<file path="config.mk">
export PLATFORM = sky130hd
export DESIGN_NAME = uart_rx_ip
export DESIGN_NICKNAME = d
export VERILOG_FILES = /design/src/rtl/uart_rx_ip.sv
export SDC_FILE = /design/constraint.sdc
export NUM_CORES = 1
export LEC_CHECK = 0
export ABC_AREA = 1
export CORE_MARGIN = 4
export CORE_UTILIZATION = 30
export CTS_BUF_LIST = sky130_fd_sc_hd__clkbuf_2 sky130_fd_sc_hd__clkbuf_4 sky130_fd_sc_hd__clkbuf_8
export DETAILED_ROUTE_END_ITERATION = 7
export PLACE_DENSITY = 0.63
export SETUP_SLACK_MARGIN = 0.05
export SYNTH_ARGS = -nofsm -noshare
export SYNTH_HDL_FRONTEND = slang
export SYNTH_SLANG_ARGS = --single-unit
</file>
<file path="constraint.sdc">
create_clock -name clk -period 4.8 [get_ports clk]
set_input_delay 0.96 -clock clk [delete_from_list [all_inputs] [get_ports clk]]
set_output_delay 0.96 -clock clk [all_outputs]
set_load 0.02 [all_outputs]
</file>
<file path="src/rtl/uart_rx_ip.sv">
// UART receiver with a small receive FIFO and a register interface.
// 8N1 framing, mid-bit sampling, programmable clocks-per-bit divisor.
module uart_rx_ip #(
  parameter logic [15:0] CLK_DIV_DEFAULT = 16'd434,
  parameter int          FIFO_DEPTH      = 4
) (
  input  logic        clk,
  input  logic        reset_n,
  input  logic        i_uart_rx,
  input  logic [31:0] waddr,
  input  logic [31:0] wdata,
  input  logic        wen,
  input  logic [3:0]  wstrb,
  output logic        wready,
  input  logic [31:0] raddr,
  input  logic        ren,
  output logic [31:0] rdata,
  output logic        rvalid,
  output logic        o_irq
);

  localparam int AW = $clog2(FIFO_DEPTH);
  localparam int CW = AW + 1;
  localparam logic [CW-1:0] DEPTH_C = CW'(FIFO_DEPTH);

  typedef enum logic [2:0] {S_IDLE, S_START, S_DATA, S_STOP, S_WAIT_HIGH} state_t;

  state_t         r_state, w_state_nxt;
  logic           r_sync1, r_sync2, r_rx_prev, r_armed;
  logic [1:0]     r_settle;
  logic [15:0]    r_cnt, w_cnt_nxt, r_div_lat, w_div_nxt, r_divisor, w_div_eff;
  logic [2:0]     r_bit_idx, w_bit_nxt;
  logic [7:0]     r_shift, w_shift_nxt;
  logic           w_push, w_ferr_set, w_rx, w_fall, w_expire;
  logic [7:0]     r_mem [FIFO_DEPTH];
  logic [AW-1:0]  r_wptr, r_rptr;
  logic [CW-1:0]  r_count;
  logic           r_overrun, r_frame_err;
  logic           w_full, w_not_empty, w_pop, w_fifo_wr, w_ovr_set;
  logic           w_wr_acc, w_stat_wr;
  logic [31:0]    w_status;
  logic           w_unused;

  assign w_rx      = r_sync2;
  // A start edge only counts once the line has genuinely been seen high after reset,
  // so a frame interrupted by reset cannot be mistaken for a new start bit.
  assign w_fall    = r_armed & r_rx_prev & ~w_rx;
  assign w_expire  = (r_cnt == 16'd0);
  assign w_div_eff = (r_divisor < 16'd4) ? 16'd4 : r_divisor;

  assign w_full      = (r_count == DEPTH_C);
  assign w_not_empty = (r_count != '0);
  assign w_pop       = ren & (raddr[3:2] == 2'd0) & w_not_empty;
  assign w_fifo_wr   = w_push & (~w_full | w_pop);
  assign w_ovr_set   = w_push & w_full & ~w_pop;
  assign w_wr_acc    = wen & wstrb[0];
  assign w_stat_wr   = w_wr_acc & (waddr[3:2] == 2'd1);
  assign w_status    = {28'd0, r_frame_err, r_overrun, w_full, w_not_empty};
  assign o_irq       = w_not_empty | r_overrun | r_frame_err;
  assign w_unused    = &{1'b0, waddr[31:4], waddr[1:0], wdata[31:16], wstrb[3:1],
                         raddr[31:4], raddr[1:0]};

  // Line synchronizer, edge history and post-reset arming.
  always_ff @(posedge clk) begin
    if (!reset_n) begin
      r_sync1   <= 1'b1;
      r_sync2   <= 1'b1;
      r_rx_prev <= 1'b1;
      r_settle  <= 2'b00;
      r_armed   <= 1'b0;
    end else begin
      r_sync1   <= i_uart_rx;
      r_sync2   <= r_sync1;
      r_rx_prev <= r_sync2;
      r_settle  <= {r_settle[0], 1'b1};
      if (r_settle[1] && w_rx) r_armed <= 1'b1;
    end
  end

  // Receiver FSM state and bit-timing control registers.
  always_ff @(posedge clk) begin
    if (!reset_n) begin
      r_state   <= S_IDLE;
      r_cnt     <= 16'd0;
      r_bit_idx <= 3'd0;
    end else begin
      r_state   <= w_state_nxt;
      r_cnt     <= w_cnt_nxt;
      r_bit_idx <= w_bit_nxt;
    end
  end

  // Shift register and per-frame divisor latch.
  always_ff @(posedge clk) begin
    r_shift   <= w_shift_nxt;
    r_div_lat <= w_div_nxt;
  end

  // Next-state logic: counter expiry marks each sample point, div cycles apart.
  always_comb begin
    w_state_nxt = r_state;
    w_cnt_nxt   = r_cnt;
    w_bit_nxt   = r_bit_idx;
    w_shift_nxt = r_shift;
    w_div_nxt   = r_div_lat;
    w_push      = 1'b0;
    w_ferr_set  = 1'b0;
    case (r_state)
      S_IDLE: begin
        if (w_fall) begin
          w_state_nxt = S_START;
          w_div_nxt   = w_div_eff;
          w_cnt_nxt   = (w_div_eff >> 1) - 16'd1;
        end
      end
      S_START: begin
        if (w_expire) begin
          if (!w_rx) begin
            w_state_nxt = S_DATA;
            w_cnt_nxt   = r_div_lat - 16'd1;
            w_bit_nxt   = 3'd0;
          end else begin
            w_state_nxt = S_IDLE;
          end
        end else begin
          w_cnt_nxt = r_cnt - 16'd1;
        end
      end
      S_DATA: begin
        if (w_expire) begin
          w_shift_nxt = {w_rx, r_shift[7:1]};
          w_cnt_nxt   = r_div_lat - 16'd1;
          w_bit_nxt   = r_bit_idx + 3'd1;
          if (r_bit_idx == 3'd7) w_state_nxt = S_STOP;
        end else begin
          w_cnt_nxt = r_cnt - 16'd1;
        end
      end
      S_STOP: begin
        if (w_expire) begin
          if (w_rx) begin
            w_push      = 1'b1;
            w_state_nxt = S_IDLE;
          end else begin
            w_ferr_set  = 1'b1;
            w_state_nxt = S_WAIT_HIGH;
          end
        end else begin
          w_cnt_nxt = r_cnt - 16'd1;
        end
      end
      S_WAIT_HIGH: begin
        if (w_rx) w_state_nxt = S_IDLE;
      end
      default: w_state_nxt = S_IDLE;
    endcase
  end

  // FIFO storage; on a simultaneous push and pop while full the read sees the old head.
  always_ff @(posedge clk) begin
    if (w_fifo_wr) r_mem[r_wptr] <= r_shift;
  end

  // FIFO pointers and occupancy count.
  always_ff @(posedge clk) begin
    if (!reset_n) begin
      r_wptr  <= '0;
      r_rptr  <= '0;
      r_count <= '0;
    end else begin
      if (w_fifo_wr) r_wptr <= r_wptr + AW'(1);
      if (w_pop)     r_rptr <= r_rptr + AW'(1);
      case ({w_fifo_wr, w_pop})
        2'b10:   r_count <= r_count + CW'(1);
        2'b01:   r_count <= r_count - CW'(1);
        default: r_count <= r_count;
      endcase
    end
  end

  // Sticky error flags: hardware set wins over a same-cycle W1C clear.
  always_ff @(posedge clk) begin
    if (!reset_n) begin
      r_overrun   <= 1'b0;
      r_frame_err <= 1'b0;
    end else begin
      r_overrun   <= w_ovr_set  | (r_overrun   & ~(w_stat_wr & wdata[2]));
      r_frame_err <= w_ferr_set | (r_frame_err & ~(w_stat_wr & wdata[3]));
    end
  end

  // Register write port: DIVISOR update and one-cycle acknowledge.
  always_ff @(posedge clk) begin
    if (!reset_n) begin
      r_divisor <= CLK_DIV_DEFAULT;
      wready    <= 1'b0;
    end else begin
      wready <= wen;
      if (w_wr_acc && waddr[3:2] == 2'd2) r_divisor <= wdata[15:0];
    end
  end

  // Register read port: registered data with a one-cycle valid; rdata holds otherwise.
  always_ff @(posedge clk) begin
    if (!reset_n) begin
      rdata  <= 32'd0;
      rvalid <= 1'b0;
    end else begin
      rvalid <= ren;
      if (ren) begin
        case (raddr[3:2])
          2'd0:    rdata <= w_not_empty ? {24'd0, r_mem[r_rptr]} : 32'd0;
          2'd1:    rdata <= w_status;
          2'd2:    rdata <= {16'd0, r_divisor};
          default: rdata <= 32'd0;
        endcase
      end
    end
  end

endmodule

</file>
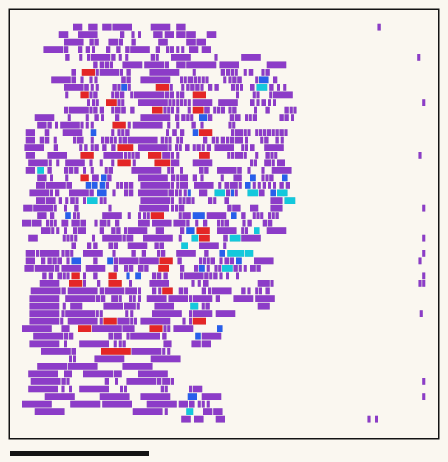
**Above:** run 1 (sizing map).
Bar = 50 um.
drive 2: marked blue, cells 30. drive 3 to 4: marked cyan, cells 16. drive 1 or less: marked purple, cells 765. drive 6 and up: marked red, cells 31.
post-route cell area: 7458 um2
bufs w/o clock: 48

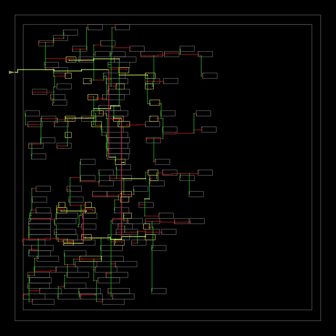
**Above:** run 1 (clock routing).
CLK BUF: 17
CTS Buf Count: 17
# clock sinks: 129

==> run notes, run 1 <==
### Outcome
- **result of the run** finished clean

### Power and ir drop
- **top power consumer group** registers
- **reported combinational group power** 0.716 mW
- **total leakage power** 2.966 nW
- **combinational share of power** 24.5%
- **net switching fraction of the power** 35.62%
- **worst IR drop on VDD** 0.2478 mV
- **Sequential Power Share** 42.4%

### Final timing
- **total negative setup slack** 0 ps
- **worst setup margin** 1598 ps
- **final hold vios** 0
- **unrepaired setup endpoints after global routing** no
- **Worst Hold Margin** 418.5 ps
- **number of pins with negative max-slew slack in the final report** 0
- **total of endpoints with negative setup slack in the final report** 0
- **share of the clock period used by the worst path after layout** 66.71%

### Critical path
- **kind of cell adding the most delay to the critical path** simple AND/OR/NAND/NOR gates
- **capturing instance or port of the critical path** r_mem[0][6]
- **Reg-to-Reg Start** r_divisor[7]
- **crit path capture type** flip-flop
- **data required time at the worst endpoint** 4870 ps
- **Crit path depth** 8
- **critical register-to-register path endpoint** r_cnt[6]
- **Arr. time, crit path** 3270 ps
- **Most Frequent Cell on Critical Path** nor2_2
- **depth of the worst register-to-register path** 16
- **setup slack on the worst flop-to-flop path** 2260 ps

### Die
- **floorplan-stage core utilization** 30.59%
- **chip width** 154.4 um
- **Core ar.** 21020 um2
- **total number of placement rows** 53
- **die outline height** 154.4 um
- **num ports** 140
- **DIE AREA** 23840 um2

### Final layout
- **most instantiated logic cell after routing** nand2_1
- **flop count** 129
- **ratio of cells with drive above 1 in the final layout** 9.145%
- **Final #Nets** 946
- **utilization of the core after routing** 35.48%
- **area fraction of clock buffers and clock inverters** 5.620%
- **sequential share of cell area** 42.14%
- **Top Layout Cells** nand2_1 (132), nor2_1 (104), inv_1 (90), dfxtp_1 (73), a21oi_1 (63)
- **Non-Clock Buffer Area Fraction** 6.308%
- **register with the most flip-flops** r_mem

### Synth
- **Synth Flop Type** dfxtp_1
- **top logic cell family in the synthesized netlist** simple AND/OR/NAND/NOR gates
- **cells taking the most area after synthesis** edfxtp_1 (26%), dfxtp_1 (23%), nand2_1 (7.7%), nor2_1 (6.1%), inv_1 (5.3%)
- **area leader, netlist** edfxtp_1
- **XORs/XNORs by Area** 1.907%
- **Dominant cell area share** 26.15%
- **Synth async-reset ratio** 0%
- **complex-gate fraction of the synthesized area** 13.74%
- **per-instance average area after synthesis** 8.079 um2
- **area figure in the yosys stat output** 6431 um2
- **Post-synth regs** 129
- **number of standard cells reported by yosys** 796
- **Synth cell types** 42
- **number of warning messages in the yosys log** 0
- **Basic Gates by Area** 23.15%
- **cell with the most instances after synthesis** nand2_1

### Global route
- **routing usage on met1** 17.24%
- **first-pass GRT wire length** 25080 um
- **number of antenna violations at the first check in global routing** 0
- **grt ovf** 0
- **GRT met2 Usage** 21.30%

### Route
- **metal2 WL** 7030 um
- **met3 WL post-DR** 658 um
- **highest metal used** met4
- **Via Count** 5183
- **detailed-route vias per instance** 4.640
- **routed len/inst** 13.57 um

### CTS
- **clock root buffer** clkbuf_8
- **Setup Buffers After CTS** 0
- **CTS max path bufs** 2
- **clock slew at the register clock pins of the worst setup and hold paths** 90 ps

### Worst hold path
- **startpoint of the lowest-slack hold path** r_sync1
- **capture endpoint of the worst hold path** r_sync2

### Placed design
- **post-detail-place hpwl** 10950 um
- **number of instances in the placed design** 1085
- **input/output buffers** 44

### Run
- **Tool Warnings** 109

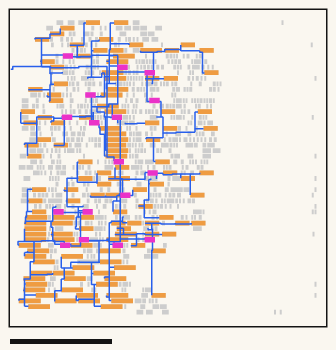
**Above:** run 1 (clock distribution).
Bar = 50 um.
flip-flops: marked orange, count 129. cells driving clock nets: marked magenta, count 17. clock wires: marked blue, length 1590 um.
There are 18 routed clock nets.
clock skew: 10.72 ps
power attributed to the clock group: 0.969 mW
clock latency reported for the late side of the worst-skew pair: 440 ps
share of total power in the clock network: 33.1%

==> inputs of run 2 (changes only) <==
- clock period: 4.8 -> 3 ns (I/O delays scaled with it)
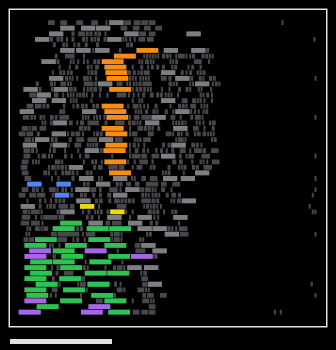
**Above:** run 2 (sequential cells colored by netlist name).
Bar = 50 um. Other sequential cells in the stronger gray, the rest of the logic in the fainter gray.
`r_mem`: marked green, placed flops 32, where lower left. `r_div_lat`: marked orange, placed flops 16. `r_rptr`: marked yellow, placed flops 2. `r_count`: marked blue, placed flops 3. `r_shift`: marked purple, placed flops 8, where lower left.
Another 68 sequential cells are not colored.
seq pwr: 1.98 mW
utilization of the core after routing: 35.71%
register area: 3143 um2

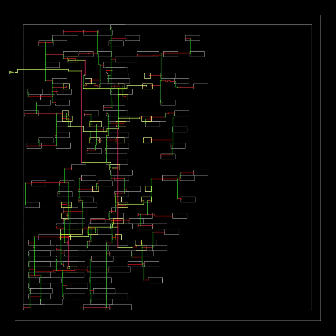
**Above:** run 2 (clock routing).
flop count: 129
power attributed to the clock group: 1.49 mW
clock skew: 12.20 ps

==> run 2 against run 1 <==
Core utilization is 0.23 points higher. First-iteration DRC count is 0.99% higher. Area after synthesis stayed put. Wire length is 0.24% lower. Non-clock buffer count is 9 higher. Sequential power is about 60% higher. Global-route usage is 0.19 points lower. Worst setup slack worse by 1100 ps. Final cell count is 0.81% higher. Highest routed layer unchanged.
==> run notes, run 2 <==
### Outcome
- **result of the run** finished clean

### Route
- **DRC Markers** 0
- **post-route met1 wirelength** 7173 um
- **highest metal used** met4
- **met3 WL post-DR** 514 um
- **post-route ant nets** 0
- **metal2 WL** 7230 um
- **routed len/inst** 13.43 um
- **Via Count** 5166
- **detailed-route vias per instance** 4.588
- **Pre-antenna DRT Iters** 7

### Placed design
- **post-detail-place hpwl** 11080 um
- **pre-CTS setup slack** 143.3 ps
- **input/output buffers** 44
- **number of instances in the placed design** 1094
- **Cell Area, Placed** 7107 um2

### Global route
- **GRT met2 Usage** 21.80%
- **pin count of the biggest net entering global routing** 49
- **overall fraction of global-route tracks in use** 12.85%
- **grt ovf** 0
- **routing usage on met1** 16.70%
- **met3 usage** 2.322%
- **first-pass GRT wire length** 24810 um
- **via count of the first global-routing pass** 4956
- **number of antenna violations at the first check in global routing** 0

### Synth
- **number of warning messages in the yosys log** 0
- **Post-synth top cells** nand2_1 (132), nor2_1 (104), inv_1 (90)
- **Synth Flop Type** dfxtp_1
- **Synth async-reset ratio** 0%
- **number of standard cells reported by yosys** 796
- **cell area after technology mapping** 6431 um2
- **per-instance average area after synthesis** 8.079 um2
- **area figure in the yosys stat output** 6431 um2
- **XORs/XNORs by Area** 1.907%
- **Dominant cell area share** 26.15%
- **cells taking the most area after synthesis** edfxtp_1 (26%), dfxtp_1 (23%), nand2_1 (7.7%), nor2_1 (6.1%), inv_1 (5.3%)
- **Synth cell types** 42
- **area leader, netlist** edfxtp_1
- **cell with the most instances after synthesis** nand2_1
- **Mux area share** 0%
- **synthesized-area fraction occupied by adder cells** 2.451%
- **complex-gate fraction of the synthesized area** 13.74%
- **post-synthesis sequential area ratio** 48.87%
- **Post-synth regs** 129
- **Basic Gates by Area** 23.15%
- **top logic cell family in the synthesized netlist** simple AND/OR/NAND/NOR gates

### Final timing
- **share of the clock period used by the worst path after layout** 84.05%
- **total negative setup slack** 0 ps
- **number of pins with negative max-slew slack in the final report** 0
- **unrepaired setup endpoints after global routing** no
- **total of endpoints with negative setup slack in the final report** 0
- **worst-case headroom to the max-slew limit** 46.79%
- **final hold vios** 0
- **Worst Hold Margin** 423.4 ps
- **Period minus WS final** 2522 ps
- **worst setup margin** 478.5 ps

### Critical path
- **number of buffer and inverter stages on the critical path** 1
- **setup slack on the worst flop-to-flop path** 480 ps
- **Most Frequent Cell on Critical Path** nor2_1
- **capturing instance or port of the critical path** r_cnt[14]
- **kind of cell adding the most delay to the critical path** simple AND/OR/NAND/NOR gates
- **Worst setup startpoint** r_divisor[7]
- **depth of the worst register-to-register path** 15
- **critical register-to-register path endpoint** r_cnt[14]
- **delay of the slowest cell on the worst path** 480 ps
- **data required time at the worst endpoint** 3380 ps
- **ordered cell list for the critical path** nor2_1, nand2_1, nor2_2, nand2_2, nand2_1, inv_1, ha_1, nand3_1, nor2_1, nand3_1, nor2_1, o21ai_0, a21oi_1, nor2_1, nor2_1
- **Reg-to-Reg Start** r_divisor[7]
- **Arr. time, crit path** 2910 ps
- **Crit path depth** 15
- **crit path capture type** flip-flop
- **Setup crit start kind** flip-flop
- **highest fanout seen on the critical path** 7
- **master of the slowest instance on the critical path** dfxtp_1

### Power and ir drop
- **worst IR drop on VDD** 0.2717 mV
- **total internal power** 2.997 mW
- **share of total power in the clock network** 32.1%
- **total leakage power** 3.004 nW
- **total power divided by cell area** 616.8 nW/um2
- **net switching fraction of the power** 35.27%
- **PnR Total Power** 4.630 mW
- **combinational share of power** 25.0%
- **top power consumer group** registers
- **reported net switching power** 1.633 mW
- **Sequential Power Share** 42.9%
- **reported combinational group power** 1.16 mW

### CTS
- **clock tree from TritonCTS** done
- **Setup Buffers After CTS** 0
- **# clock sinks** 129
- **number of H-tree levels** 4
- **clock latency reported for the late side of the worst-skew pair** 440 ps
- **CTS Buf Count** 17
- **Hold Buf Count CTS** 0
- **clock slew at the register clock pins of the worst setup and hold paths** 90 ps
- **Gates resized, CTS repair** 0
- **clock root buffer** clkbuf_8
- **CTS max path bufs** 2

### Die
- **DIE AREA** 23840 um2
- **die outline height** 154.4 um
- **Core ar.** 21020 um2
- **total number of placement rows** 53
- **tapcell count** 275
- **chip width** 154.4 um
- **floorplan-stage core utilization** 30.59%
- **num ports** 140

### Final layout
- **Final #Nets** 955
- **post-route cell area** 7506 um2
- **final non-filler cell total** 1126
- **diode count** 0
- **Non-Clock Buffer Area Fraction** 7.168%
- **area fraction of clock buffers and clock inverters** 5.318%
- **number of flip-flops under the largest register name** 32
- **Top Layout Cells** nand2_1 (132), nor2_1 (104), inv_1 (90), dfxtp_1 (73), a21oi_1 (63)
- **ratio of cells with drive above 1 in the final layout** 10.11%
- **register with the most flip-flops** r_mem
- **number of non-clock inverters** 95
- **dominant kind of cell by area** flip-flops and latches
- **CLK BUF** 17
- **most instantiated logic cell after routing** nand2_1
- **sequential share of cell area** 41.87%
- **multi-input gate share of total cell area** 36.21%
- **synthesis-to-finish area growth** 16.71%
- **logic area** 2718 um2
- **bufs w/o clock** 57
- **filler cell count in the final layout** 2187

### Run
- **Max-Cap Viols** 0
- **Tool Warnings** 109

### Worst hold path
- **capture endpoint of the worst hold path** r_sync2
- **startpoint of the lowest-slack hold path** r_sync1
- **Hold Crit Class** reg -> reg

Power figures rest on the tool's default switching activity, not on a simulated workload.
